**config.mk**
```make
export PLATFORM = sky130hd
export DESIGN_NAME = mem_datos_arb
export DESIGN_NICKNAME = d
export VERILOG_FILES = /design/src/rtl/mem_datos_arb.sv
export SDC_FILE = /design/constraint.sdc
export NUM_CORES = 1
export LEC_CHECK = 0
export CAP_MARGIN = 0
export CORE_MARGIN = 3
export CORE_UTILIZATION = 35
export DETAILED_ROUTE_END_ITERATION = 7
export PLACE_DENSITY_LB_ADDON = 0.08
export SLEW_MARGIN = 20
export SYNTH_ARGS = -nofsm -noshare
export SYNTH_HDL_FRONTEND = slang
export SYNTH_SLANG_ARGS = --single-unit
```
**constraint.sdc**
```tcl
create_clock -name CLK -period 2.1 [get_ports CLK]
set_input_delay 0.42 -clock CLK [delete_from_list [all_inputs] [get_ports CLK]]
set_output_delay 0.42 -clock CLK [all_outputs]
set_load 0.03 [all_outputs]
```
**src/rtl/mem_datos_arb.sv**
```systemverilog
// Two-port arbiter in front of a single-ported data memory: IDLE -> ACCESS -> RESP per transaction.
// Define MEM_ARB_FIXED_PRIO_EN for fixed port-0 priority; by default ties are resolved round-robin.
module mem_datos_arb #(
  parameter int DATA_W = 32
) (
  input  logic              CLK,
  input  logic              RST_N,
  input  logic              REQ0,
  input  logic              REQ1,
  input  logic [DATA_W-1:0] ADDR0,
  input  logic [DATA_W-1:0] ADDR1,
  input  logic [DATA_W-1:0] WDATA0,
  input  logic [DATA_W-1:0] WDATA1,
  input  logic              WE0,
  input  logic              WE1,
  output logic              GNT0,
  output logic              GNT1,
  output logic              DONE0,
  output logic              DONE1,
  output logic [DATA_W-1:0] RDATA0,
  output logic [DATA_W-1:0] RDATA1,
  output logic [DATA_W-1:0] ALUResult,
  output logic [DATA_W-1:0] WriteData,
  output logic              Write_EN,
  input  logic [DATA_W-1:0] Read_Data
);

  typedef enum logic [1:0] {
    IDLE   = 2'd0,
    ACCESS = 2'd1,
    RESP   = 2'd2
  } state_t;

  state_t            state;
  logic              gnt0_c;
  logic              gnt1_c;
  logic              port_p1;
  logic              we_p1;
  logic [DATA_W-1:0] addr_p1;
  logic [DATA_W-1:0] wdata_p1;
  logic [1:0]        done_p2;
`ifdef MEM_ARB_FIXED_PRIO_EN
`else
  logic              last_port;
`endif

  // Grant is decided inside the IDLE cycle so the access follows on the next cycle.
  always_comb begin
    gnt0_c = 1'b0;
    gnt1_c = 1'b0;
    if (RST_N && (state == IDLE)) begin
      if (REQ0 && REQ1) begin
`ifdef MEM_ARB_FIXED_PRIO_EN
        gnt0_c = 1'b1;
`else
        gnt0_c = last_port;
        gnt1_c = !last_port;
`endif
      end else begin
        gnt0_c = REQ0;
        gnt1_c = REQ1;
      end
    end
  end

  always_ff @(posedge CLK) begin
    if (!RST_N) begin
      state    <= IDLE;
      port_p1  <= 1'b0;
      we_p1    <= 1'b0;
      addr_p1  <= '0;
      wdata_p1 <= '0;
      done_p2  <= 2'b00;
      RDATA0   <= '0;
      RDATA1   <= '0;
`ifdef MEM_ARB_FIXED_PRIO_EN
`else
      last_port <= 1'b1;
`endif
    end else begin
      done_p2 <= 2'b00;
      case (state)
        // p1: operands of the winning port latched at grant
        IDLE: begin
          if (gnt0_c || gnt1_c) begin
            port_p1  <= gnt1_c;
            we_p1    <= gnt1_c ? WE1 : WE0;
            addr_p1  <= gnt1_c ? ADDR1 : ADDR0;
            wdata_p1 <= gnt1_c ? WDATA1 : WDATA0;
`ifdef MEM_ARB_FIXED_PRIO_EN
`else
            last_port <= gnt1_c;
`endif
            state    <= ACCESS;
          end
        end
        // p2: load data captured so it is already visible alongside DONE
        ACCESS: begin
          if (!we_p1) begin
            if (port_p1) RDATA1 <= Read_Data;
            else         RDATA0 <= Read_Data;
          end
          done_p2 <= port_p1 ? 2'b10 : 2'b01;
          state   <= RESP;
        end
        RESP:    state <= IDLE;
        default: state <= IDLE;
      endcase
    end
  end

  assign GNT0      = gnt0_c;
  assign GNT1      = gnt1_c;
  assign DONE0     = done_p2[0];
  assign DONE1     = done_p2[1];
  assign ALUResult = (state == ACCESS) ? addr_p1 : '0;
  assign WriteData = (state == ACCESS) ? wdata_p1 : '0;
  assign Write_EN  = (state == ACCESS) && we_p1;

endmodule
```
Run 1, signal wires on met2:
Bar = 50 um.
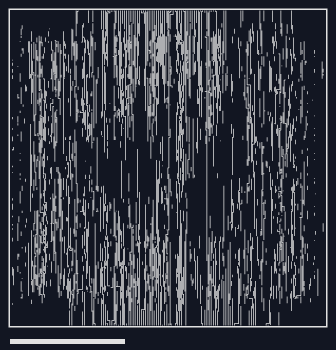
933 nets have wire on it. The layer carries 10200 um of wire.

Run 1, cell classes on the final placement:
Bar = 50 um. Fill, decap, tap and diode cells in grey.
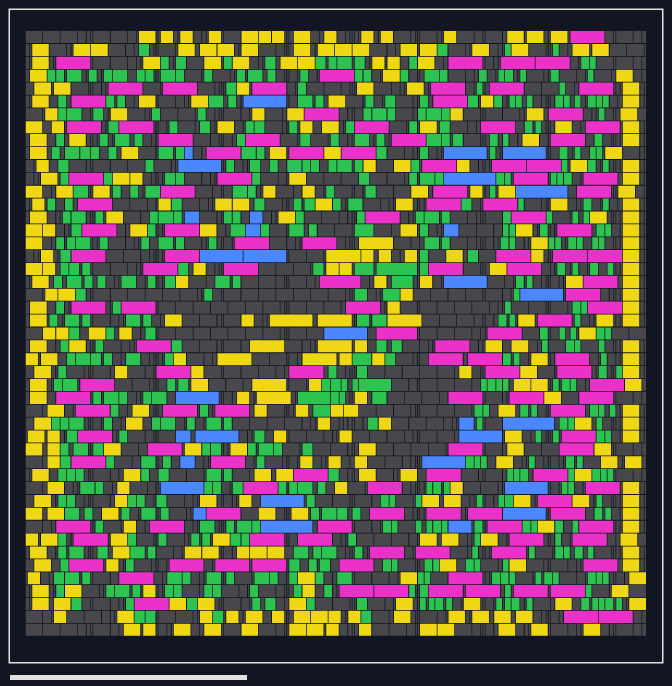
remaining logic cells: in green, cells 542. sequential cells: in magenta, cells 135. remaining buffers and delay cells: in yellow, cells 334. clock drivers and dummy loads: in blue, cells 31.

Run 1, clock network drawn from the DEF:
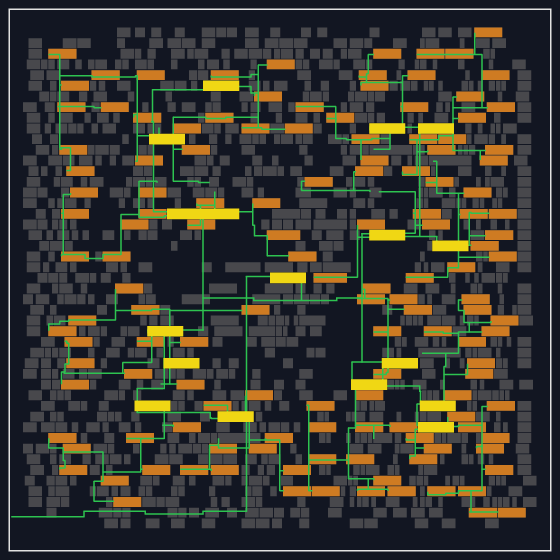
clock-net drivers: in yellow, count 17. clock wires: in green, length 1750 um. flip-flops: in orange, count 135.
Position of the flops: widely spread. There are 18 routed clock nets.

Run 1, supply network:
Pins as bars on the die edge. Tap cells in grey.
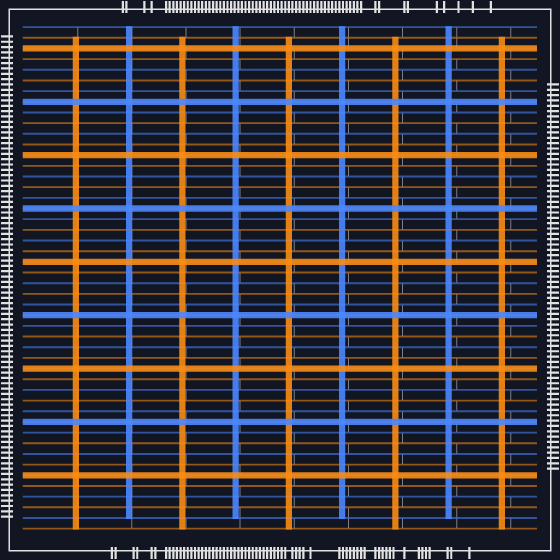
VSS: in orange. VDD: in blue.
9 straps on met4. 220 tap cells. The core has 47 rows. 299 signal pins sit on the boundary.

==> results.tsv, run 1 <==
stage	metric	value	unit
power	PD cells	765	nW/um2
placement	dpl cells	1227	
drt	drt drc	0	
sta	actual slew at the worst max-slew pin	0.819	ns
critical_path	CP required	1.68	ns
critical_path	Setup CP Type	reg -> out	
critical_path	reg2reg end	addr_p1[25]	
critical_path	cells along the critical path	and2b_2, buf_12, and2_1, buf_4	
synth	Mux area share	0	%
drt	Vias/cell	5.18	
cells_and_area	fillers	1668	
sta	fin. max-slew vios	0	
floorplanning	TAP cells	220	
power	sequential logic power	2.82	mW
floorplanning	CORE AREA	16800	um2
outcome	status	completed	
clocking	clk_lat worst skew	0.42	ns
synth	number of cells in Yosys stat	763	
critical_path	CP startpoint	state[1]	
critical_path	CP max FO	34	
power	Clk pwr share	42.4	%
synth	Cells after Synth	763	
sta	cycle use final	96.2	%
cells_and_area	diode count	1	
cells_and_area	Final Instance Area	9830	um2
sta	clk_skew	0.0111	ns
==> run 1 -> run 2 <==
--- a/config.mk
+++ b/config.mk
@@ -9,7 +9,8 @@
 export CORE_MARGIN = 3
 export CORE_UTILIZATION = 35
 export DETAILED_ROUTE_END_ITERATION = 7
-export PLACE_DENSITY_LB_ADDON = 0.08
+export PLACE_DENSITY = 0.81
+export SKIP_LAST_GASP = 1
 export SLEW_MARGIN = 20
 export SYNTH_ARGS = -nofsm -noshare
 export SYNTH_HDL_FRONTEND = slang
Run 2, supply network:
Pins as bars on the die edge. Tap cells in grey.
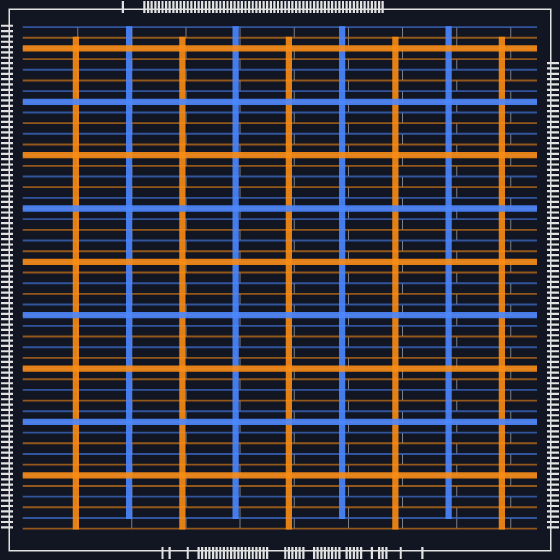
Die H: 138 um
Peak VDD IR: 517 uV

==> run 2 against run 1 <==
Net effect: via count increased by 2.6%; register-to-register slack improved by 0.18 ns; first-iteration DRC count grew 20%; area after synthesis unchanged; flip-flop count unchanged; power fell by 6.1%; clock power fell by 16%; combinational power is 3% higher; global-route usage down 0.27 points; sequential power is essentially flat; sequential share of layout area up 0.078 points; critical path type is now in -> out.
==> results.tsv, run 2 <==
stage	metric	value	unit
power	sequential logic power	2.82	mW
sta	cycle use final	95.7	%
power	PD cells	721	nW/um2
drt	Vias/cell	5.29	
synth	largest area contributor in the netlist	dfxtp_1	
cells_and_area	ClkCell Share	5.42	%
outcome	status	completed	
floorplanning	CORE AREA	16800	um2
cells_and_area	diode count	0	
critical_path	reg2reg end	wdata_p1[25]	
synth	number of cells in Yosys stat	763	
cells_and_area	Final Instance Area	9780	um2
cells_and_area	Inverters	2	
critical_path	CP max FO	5	
clocking	clk_lat worst skew	0.41	ns
sta	fin. max-slew vios	0	
drt	length of routed met2 wiring	10.5	mm
critical_path	Setup CP Type	in -> out	
power	Top pwr grp	registers	
global_route	first-pass GRT wire length	32.2	mm
synth	sequential share of the synthesized area	44.6	%
critical_path	CP required	1.68	ns
sta	actual slew at the worst max-slew pin	0.489	ns
placement	dpl cells	1238	
power	Clk pwr share	38.2	%
sta	clk_skew	0.00811	ns
critical_path	CP endpoint kind	output port	
drt	drt drc	0	
synth	Mux area share	0	%
Run 2, cell placement:
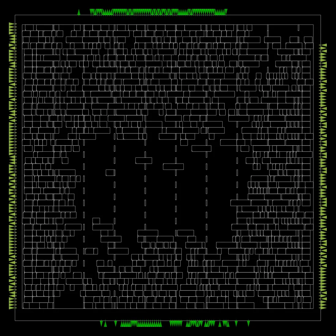
TAP cells: 220
Layout Utilization: 58.4%
final instance count without filler cells: 1270

==> run 2 -> run 3 <==
--- a/config.mk
+++ b/config.mk
@@ -11,7 +11,6 @@
 export DETAILED_ROUTE_END_ITERATION = 7
 export PLACE_DENSITY = 0.81
 export SKIP_LAST_GASP = 1
-export SLEW_MARGIN = 20
 export SYNTH_ARGS = -nofsm -noshare
 export SYNTH_HDL_FRONTEND = slang
 export SYNTH_SLANG_ARGS = --single-unit
Run 3, signal wires on met2:
Bar = 50 um.
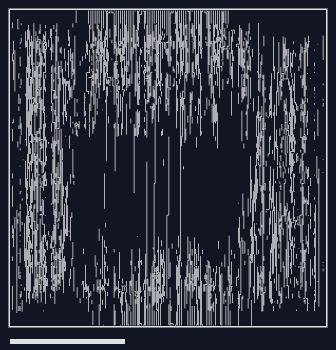
991 nets have wire on it. The wires run mostly vertical.

==> run 3 against run 2 <==
Net effect: routed wire length did not move; count of clock-buffer cells in the layout stayed put; critical path depth stayed put; via count is the same; worst setup slack is the same; sequential power barely moved; final cell count stayed put; hold slack stayed put; first-iteration DRC count did not move; design area unchanged; flip-flop count unchanged; clock skew did not move; critical path type unchanged; critical endpoint unchanged.
==> results.tsv, run 3 <==
stage	metric	value	unit
drt	Vias/cell	5.29	
outcome	status	completed	
global_route	first-pass GRT wire length	32.2	mm
drt	length of routed met2 wiring	10.5	mm
cells_and_area	most instantiated logic cells after routing	230 x clkdlybuf4s50_1, 134 x dfxtp_1, 130 x a21oi_1	
cells_and_area	Inverters	2	
power	Top pwr grp	registers	
power	sequential logic power	2.82	mW
sta	clk_skew	0.00811	ns
cells_and_area	final instance count without filler cells	1270	
synth	Mux area share	0	%
critical_path	CP peak stage delay	0.57	ns
power	Peak VDD IR	517	uV
synth	Synth flops	135	
cells_and_area	Final Instance Area	9780	um2
power	Clk pwr share	38.2	%
power	PD cells	721	nW/um2
critical_path	Critical R2R Launch	state[1]	
power	Sw Pwr	2.09	mW
critical_path	CP max FO	5	
synth	Max-area cell share	44.6	%
synth	YS chip area	6060	um2
placement	dpl cells	1238	
critical_path	Crit path depth	4	
sta	cycle use final	95.7	%
cells_and_area	Flop area	2710	um2
critical_path	CP endpoint kind	output port	
drt	drt drc	0	
critical_path	Setup CP Type	in -> out	
synth	Cells after Synth	763	
sta	actual slew at the worst max-slew pin	0.489	ns
sta	Final Hold Viols	0	
critical_path	CP required	1.68	ns
synth	number of cells in Yosys stat	763	
critical_path	cells along the critical path	clkdlybuf4s50_1, a21bo_2, nor2_4, buf_6	
cells_and_area	Layout Utilization	58.4	%
synth	largest area contributor in the netlist	dfxtp_1	
floorplanning	Die H	138	um
critical_path	reg2reg end	wdata_p1[25]	
floorplanning	TAP cells	220	
sta	fin. max-slew vios	0	
cells_and_area	diode count	0	
cells_and_area	fillers	1498	
Run 3, supply network:
Pins as bars on the die edge. Tap cells in grey.
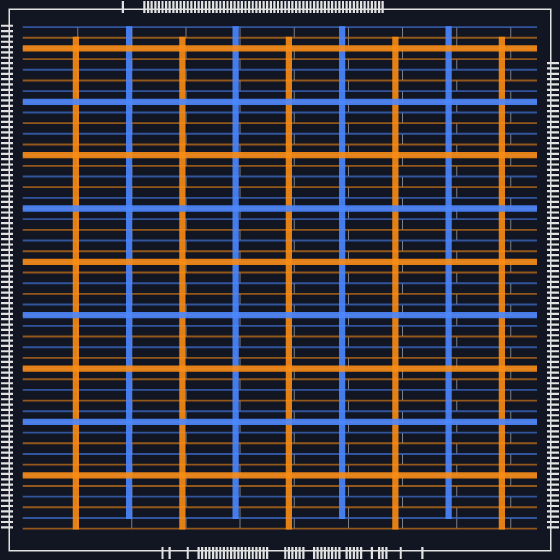
VSS: in orange. VDD: in blue.
9 straps on met4. 9 straps on met5.

Power is estimated from default activity; no workload was simulated.
